==> config.mk <==
export PLATFORM = sky130hd
export DESIGN_NAME = shift_add_multiplier
export DESIGN_NICKNAME = d
export VERILOG_FILES = /design/src/rtl/shift_add_multiplier.sv
export SDC_FILE = /design/constraint.sdc
export NUM_CORES = 1
export LEC_CHECK = 0
export CORE_ASPECT_RATIO = 1.25
export CORE_UTILIZATION = 45
export DETAILED_ROUTE_END_ITERATION = 6
export PLACE_DENSITY = 0.79
export SYNTH_ARGS = -nofsm -noshare
export SYNTH_HDL_FRONTEND = slang
export SYNTH_SLANG_ARGS = --single-unit
export TNS_END_PERCENT = 1
==> constraint.sdc <==
create_clock -name clock -period 2.36 [get_ports clock]
set_input_delay 0.354 -clock clock [delete_from_list [all_inputs] [get_ports clock]]
set_output_delay 0.354 -clock clock [all_outputs]
set_load 0.01 [all_outputs]
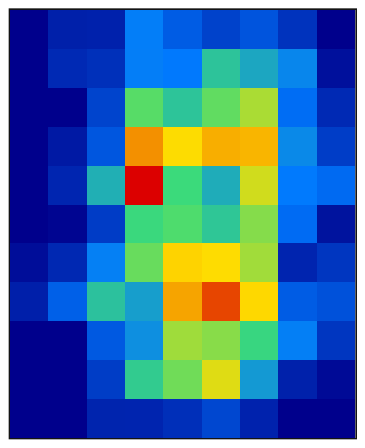
Figure 1: run 1, signal metal coverage by tile.
The die is cut into 9 by 11 equal tiles; dark blue is low, red is high, scaled to the fullest tile. Values are wire area over tile area, all layers added.
nearly empty tiles = 17%
mean over tiles = 0.14
tiles over half the peak = 22%
fullest tile = 0.49
densest ninth of the die = centre
emptiest ninth of the die = north-west
combined global-route utilization of all metal layers: 19.3%
average routed wire per standard cell: 12.8 µm
overall routed net length: 2.26 mm
routed via count: 966

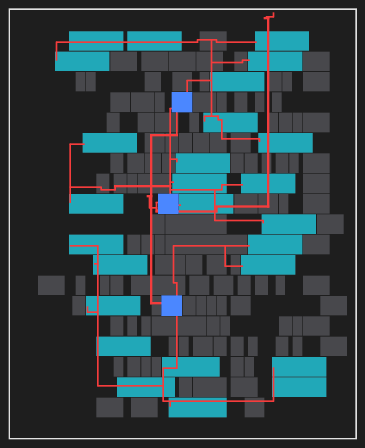
Figure 2: run 1, clock distribution.
clock-net drivers -> blue  # count 3
clock wires -> red  # length 298 µm
flip-flops -> cyan  # count 26
routed clock nets = 4
source-to-sink clock delay at the later pin of the worst-skew pair: 0.33 ns
clock share of power: 35.2%
Setup Skew: 0.0104 ns
clk pwr: 0.000308 W

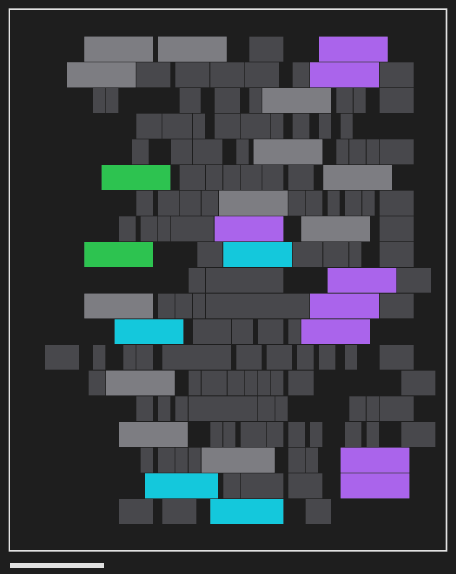
Figure 3: run 1, where the registers sit.
The bar under the picture is 10 µm long. Other sequential cells in the stronger grey, the rest of the logic in the fainter grey.
acc_q -> cyan  # sequential cells 4
product -> purple  # sequential cells 8
count_q -> green  # sequential cells 2
FF+latch area: 524 µm²
fraction of standard cell area that is sequential: 38.1%
flip-flop and latch power: 0.000473 W

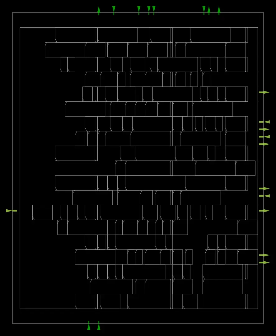
Figure 4: run 1, placed standard cells.
tapcells inserted: 31
placeable core area: 0.00226 mm²
Site Rows: 19

==> out/qor.rpt, run 1 <==
==================================================================================
H-tree Lvls .........................................................            1
Sum of overflow across all layers after global routing ..............            0
Fraction of registers with async set or reset after synthesis .......           0%
Share of the cycle needed by the critical path after routing ........        96.4%
Compound Share, Synth ...............................................        14.6%
Relative area of non-clock buffer cells in the final design .........        16.7%
Combinational gate count ............................................           86
Area overhead of the layout relative to synthesis ...................        25.6%
Count of max-cap constraint violations ..............................            0
Number of synthesized flops with an enable pin ......................            0
Most area-hungry cell type in the Yosys netlist ..................... sky130_fd_sc_hd__dfxtp_1
Count of warnings emitted by yosys ..................................            0
Combinational Area ..................................................      508 µm²
Area share of the largest cell type after synthesis .................        47.5%
Buffers inserted during post-CTS setup optimization .................            0
Clock network area share ............................................        3.82%
Filler Cell Count ...................................................          187
R2R Setup Slk .......................................................      0.09 ns
First-pass iteration count of the detailed router ...................            4
Critical Path Sink Type .............................................     register
Worst-case clock buffer depth .......................................            2
Number of antenna violations at the first check in global routing ...            0
Max-slew violation total from the final report ......................            0
Flop pwr share ......................................................        54.0%
Area of the mapped netlist ..........................................  0.00110 mm²
Power spent charging and discharging nets ...........................   0.000201 W
Leakage component of the power ......................................     0.489 nW
Layout buffer count excluding clock buffers .........................           24
Power Density .......................................................   636 mW/mm²
Slowest-stage cell, CP .............................................. sky130_fd_sc_hd__fa_1
Final worst path period need ........................................      2.27 ns
Post-synthesis simple-gate area fraction ............................        21.6%
Area of the synthesized netlist per yosys stat ......................  0.00110 mm²
WS Path Type ........................................................   reg -> reg
Dominant cell by count in the synthesized netlist ................... sky130_fd_sc_hd__dfxtp_1
Path class of the lowest-slack min-delay path .......................   reg -> reg
Share of final-layout standard cells stronger than drive strength 1 .        11.0%
Group drawing the most power ........................................    registers
Layout Cell Area excl Fill ..........................................  0.00138 mm²
Area fraction in mux cells ..........................................        1.94%
Number of warnings in the stage logs ................................           26
Number of resized instances in the post-cts repair step .............            0
Most numerous cell types in the synthesized netlist ................. sky130_fd_sc_hd__dfxtp_1, sky130_fd_sc_hd__nand2_1, sky130_fd_sc_hd__a21oi_1, sky130_fd_sc_hd__nand3_1, sky130_fd_sc_hd__nor2_1
CTS sink cnt ........................................................           26
Setup slack after placement .........................................    0.0528 ns
Pin count of the biggest net entering global routing ................           18
Root buf cell ....................................................... sky130_fd_sc_hd__clkbuf_4
Combinational Power .................................................  0.0000946 W
Vertical die dimension ..............................................      57.2 µm
Post-synthesis sequential element count .............................           26
Number of cells in Yosys stat .......................................          127
Number of flip-flops under the largest register name ................            8
Number of standard cells in the final layout excluding fillers ......          177
Vias in the first global route ......................................          848
Main logic family after synthesis ................................... simple AND/OR/NAND/NOR gates
Finished Core Util ..................................................        60.9%
Port bufs ...........................................................           20
Worst Hold Slack ....................................................     0.465 ns
Number of antenna repair diodes .....................................            0
Required time at the worst-slack endpoint ...........................      2.59 ns
Hold bufs inserted after CTS ........................................            0
Starting density of the core ........................................        48.5%
Count of nets left with antenna violations after detail routing .....            0
Flop Count ..........................................................           26
IO Pins .............................................................           21
Area fraction in full adders, half adders and majority gates ........        7.76%
Half-perimeter wire length after detailed placement .................      1.58 mm
Setup violations, final .............................................            0
Cell Type Count .....................................................           26
CP Launch Type ......................................................     register
Arrival time worst endpoint .........................................      2.51 ns
Instance area at placement ..........................................  0.00130 mm²
Number of placed cells counting well taps ...........................          171
Total die size ......................................................  0.00264 mm²
Clock tree from TritonCTS ...........................................        built
Max-slew headroom at the worst pin ..................................        62.0%
Clock-pin slew on the worst setup and hold paths ....................      0.15 ns
Primary FF master, synth ............................................ sky130_fd_sc_hd__dfxtp_1
Detailed-route DRC error count ......................................            0
Routability cong. ...................................................        0.799
Biggest fanout along the worst timing path ..........................            2
Worst path cell trace ............................................... ha_1, inv_1, fa_2, fa_1, inv_2, fa_1, mux2_2, nor2_2, nor3_1
Total Neg Setup Slack ...............................................         0 ns
Combinational share of power ........................................        10.8%
DIE WIDTH ...........................................................      46.1 µm
Via density per instance ............................................         5.46
Syn Inst Count ......................................................          127
Internal power of the cells .........................................   0.000674 W
Power consumption ...................................................   0.000875 W
Tightest Pin Transition .............................................     0.569 ns
Dominant kind of cell by area ....................................... sequential cells
Final hold violation count ..........................................            0
Part of the Yosys area used for sequential elements .................        47.5%
Wire length of the first global-routing pass ........................      3.65 mm
Highest clock frequency the design can meet .........................      440 MHz
Most used cell along the critical path .............................. sky130_fd_sc_hd__fa_1
Multi-input gate share of the layout cell area ......................        36.9%
Depth of the worst hold-timing path .................................            2
Non-clk invs ........................................................            6
Average cell area after synthesis ...................................     8.63 µm²
Number of cells traversed by the worst register-to-register path ....            9
Nets in the synthesized netlist .....................................          143
IR drop worst, VDD ..................................................       312 µV
Net switching share of the total power ..............................        23.0%
Total CTS buffers ...................................................            3
Number of clock-tree buffers in the layout ..........................            3
Fraction of synthesized cell area in xor and xnor cells .............           0%
Most frequently placed logic cells in the final layout .............. sky130_fd_sc_hd__nand2_1, sky130_fd_sc_hd__dfxtp_1, sky130_fd_sc_hd__clkdlybuf4s50_1
Final critical-path setup slack .....................................    0.0861 ns
First-iteration detailed-routing DRC count ..........................           26
Net count of the finished layout ....................................          163
Crit path largest cell delay ........................................      0.39 ns
Leading cell types by total area after synthesis .................... sky130_fd_sc_hd__dfxtp_1, sky130_fd_sc_hd__nand2_1, sky130_fd_sc_hd__a21oi_1
Run status .......................................................... finished clean
==================================================================================
run 1: layer usage:
| metal | GRT usage, % | share of wire, % | routed length [µm] |
|---|---|---|---|
| met3 | 2.85 | 3.5 | 80 |
| met1 | 22.5 | 42 | 958 |
| met2 | 33.2 | 51 | 1150 |
| met5 | 0 | 0 | 0 |
| met4 | 8.82 | 3.4 | 78 |
run 1: critical path: cells and delay by family (launching register included):
family / cells / cell delay [ns]
fa+ha+maj: 4 / 1.25
buf+inv: 2 / 0.12
flops: 1 / 0.35
simple gates: 2 / 0.17
mux: 1 / 0.29
Figure 5. Sizing map (run 1).
The bar under the picture is 10 µm long.
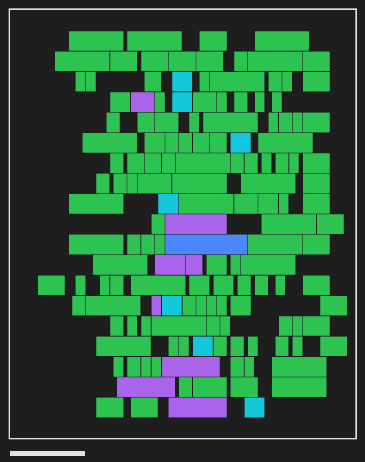

==> run 2, diff against run 1 <==
--- a/config.mk
+++ b/config.mk
@@ -6,6 +6,7 @@
 export NUM_CORES = 1
 export LEC_CHECK = 0
 export CORE_ASPECT_RATIO = 1.25
+export CORE_MARGIN = 3
 export CORE_UTILIZATION = 45
 export DETAILED_ROUTE_END_ITERATION = 6
 export PLACE_DENSITY = 0.79
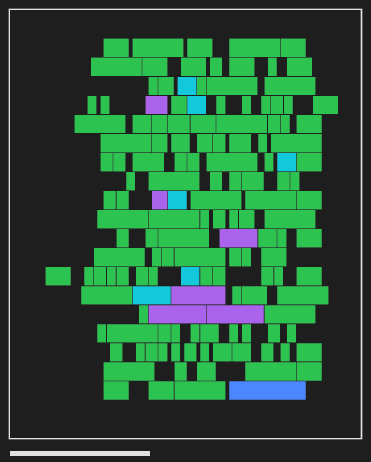
Figure 6: run 2, sizing map.
The bar under the picture is 20 µm long.
x3 and x4 -> cyan  # cells 6, share 4.2%
x2 -> purple  # cells 6, share 4.2%
x1 and smaller -> green  # cells 131, share 91%
x6 and larger -> blue  # cells 1, share 0.69%
Layout Cell Area excl Fill: 0.00137 mm²
final critical-path setup slack: 0.104 ns
area overhead of the layout relative to synthesis: 24.8%
layout buffer count excluding clock buffers: 22

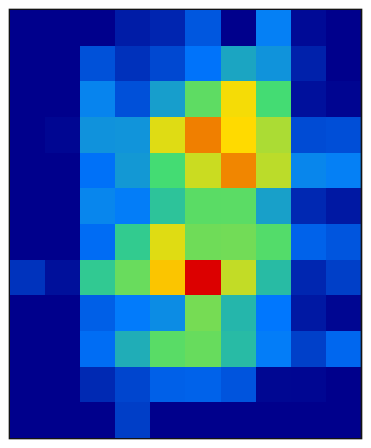
Figure 7: run 2, signal metal coverage by tile.
The die is cut into 10 by 12 equal tiles; dark blue is low, red is high, scaled to the fullest tile. Values are wire area over tile area, all layers added.
nearly empty tiles = 32%
mean over tiles = 0.12
fullest tile = 0.52
tiles over half the peak = 20%
emptiest ninth of the die = south-west
densest ninth of the die = centre
routed via count: 944
overall routed net length: 2.32 mm
combined global-route utilization of all metal layers: 16.2%

==> run 2 against run 1 <==
Clock power about the same; synthesized area unchanged; combinational power decreased by 1%; synthesized cell count unchanged; worst hold slack got worse by 0.0022 ns; register-to-register slack improved by 0.02 ns; critical endpoint unchanged; largest cell class unchanged; highest routed layer unchanged.
==> out/qor.rpt, run 2 <==
=================================================================================
Biggest fanout along the worst timing path .........................            3
Worst-case clock buffer depth ......................................            2
Clock-pin slew on the worst setup and hold paths ...................      0.14 ns
Instance area at placement .........................................  0.00130 mm²
Power consumption ..................................................   0.000875 W
Port bufs ..........................................................           20
Syn Inst Count .....................................................          127
Area of the synthesized netlist per yosys stat .....................  0.00110 mm²
Max-slew violation total from the final report .....................            0
Most frequently placed logic cells in the final layout ............. sky130_fd_sc_hd__dfxtp_1, sky130_fd_sc_hd__nand2_1, sky130_fd_sc_hd__clkdlybuf4s50_1
Buffers inserted during post-CTS setup optimization ................            0
Most numerous cell types in the synthesized netlist ................ sky130_fd_sc_hd__dfxtp_1, sky130_fd_sc_hd__nand2_1, sky130_fd_sc_hd__a21oi_1, sky130_fd_sc_hd__nand3_1, sky130_fd_sc_hd__nor2_1
DIE WIDTH ..........................................................      50.1 µm
Crit path largest cell delay .......................................      0.42 ns
Sum of overflow across all layers after global routing .............            0
Number of resized instances in the post-cts repair step ............            1
Power Density ......................................................   640 mW/mm²
Number of synthesized flops with an enable pin .....................            0
Final worst path period need .......................................      2.26 ns
First-iteration detailed-routing DRC count .........................           13
Tightest Pin Transition ............................................     0.584 ns
Max-slew headroom at the worst pin .................................        61.0%
Vias in the first global route .....................................          920
Detailed-route DRC error count .....................................            0
Nets in the synthesized netlist ....................................          143
Busiest layer in global routing ....................................         met2
Wire length the detailed router placed on met1 .....................       917 µm
Post-synthesis sequential element count ............................           26
Post-synthesis simple-gate area fraction ...........................        21.6%
Compound Share, Synth ..............................................        14.6%
First-pass iteration count of the detailed router ..................            4
Area of the mapped netlist .........................................  0.00110 mm²
Source-to-sink clock delay at the later pin of the worst-skew pair .      0.33 ns
Depth of the worst hold-timing path ................................            2
Logic depth of the worst path, buffers included ....................            9
Leading cell types by total area after synthesis ................... sky130_fd_sc_hd__dfxtp_1, sky130_fd_sc_hd__nand2_1, sky130_fd_sc_hd__a21oi_1
Primary FF master, synth ........................................... sky130_fd_sc_hd__dfxtp_1
Slowest-stage cell, CP ............................................. sky130_fd_sc_hd__fa_1
Number of warnings in the stage logs ...............................           26
Routability cong. ..................................................        0.836
Run status ......................................................... finished clean
Cell Type Count ....................................................           26
Filler Cell Count ..................................................          199
Wire length of the first global-routing pass .......................      3.78 mm
Pin count of the biggest net entering global routing ...............           27
Power spent charging and discharging nets ..........................   0.000203 W
Clock tree from TritonCTS ..........................................        built
Count of warnings emitted by yosys .................................            0
Combinational share of power .......................................        10.7%
Net count of the finished layout ...................................          161
Net switching share of the total power .............................        23.2%
Number of cells in Yosys stat ......................................          127
Finished Core Util .................................................        60.6%
Setup slack after placement ........................................    0.0108 ns
Flop pwr share .....................................................        54.1%
Setup violations, final ............................................            0
Number of placed cells counting well taps ..........................          171
H-tree Lvls ........................................................            1
Total die size .....................................................  0.00307 mm²
Area share of the largest cell type after synthesis ................        47.5%
IR drop worst, VDD .................................................       391 µV
Buffer and inverter count on the worst path ........................            2
Fraction of registers with async set or reset after synthesis ......           0%
Vertical die dimension .............................................      61.2 µm
Total Neg Setup Slack ..............................................         0 ns
Number of standard cells in the final layout excluding fillers .....          175
CTS sink cnt .......................................................           26
Met2 routing resource usage after global routing ...................        31.5%
Clock share of power ...............................................        35.2%
Required time at the worst-slack endpoint ..........................      2.58 ns
=================================================================================
-- run 2: cell counts after synthesis --
Identical to the previous run, type by type.
-- run 2: layout make-up --
| cell class | instances | area (µm²) | share of cell area, % |
|---|---|---|---|
| sequential | 26 | 522 | 38.2 |
| multi-input combinational | 86 | 517 | 37.8 |
| timing repair buffer | 22 | 215 | 15.7 |
| tap | 31 | 38.8 | 2.84 |
| clock inverter | 1 | 30.0 | 2.20 |
| clock buffer | 3 | 22.5 | 1.65 |
| inverter | 6 | 22.5 | 1.65 |
-- run 2: power groups by stage --
stage	registers [W]	clock network, W	logic [W]
floorplan	0.000475	0	0.0000654
global placement	0.000481	0	0.0000875
detailed placement	0.000482	0	0.0000905
CTS	0.000473	0.000312	0.0000918
global route	0.000477	0.000324	0.000103
finish	0.000474	0.000308	0.0000936
Power figures rest on the tool's default switching activity, not on a simulated workload.
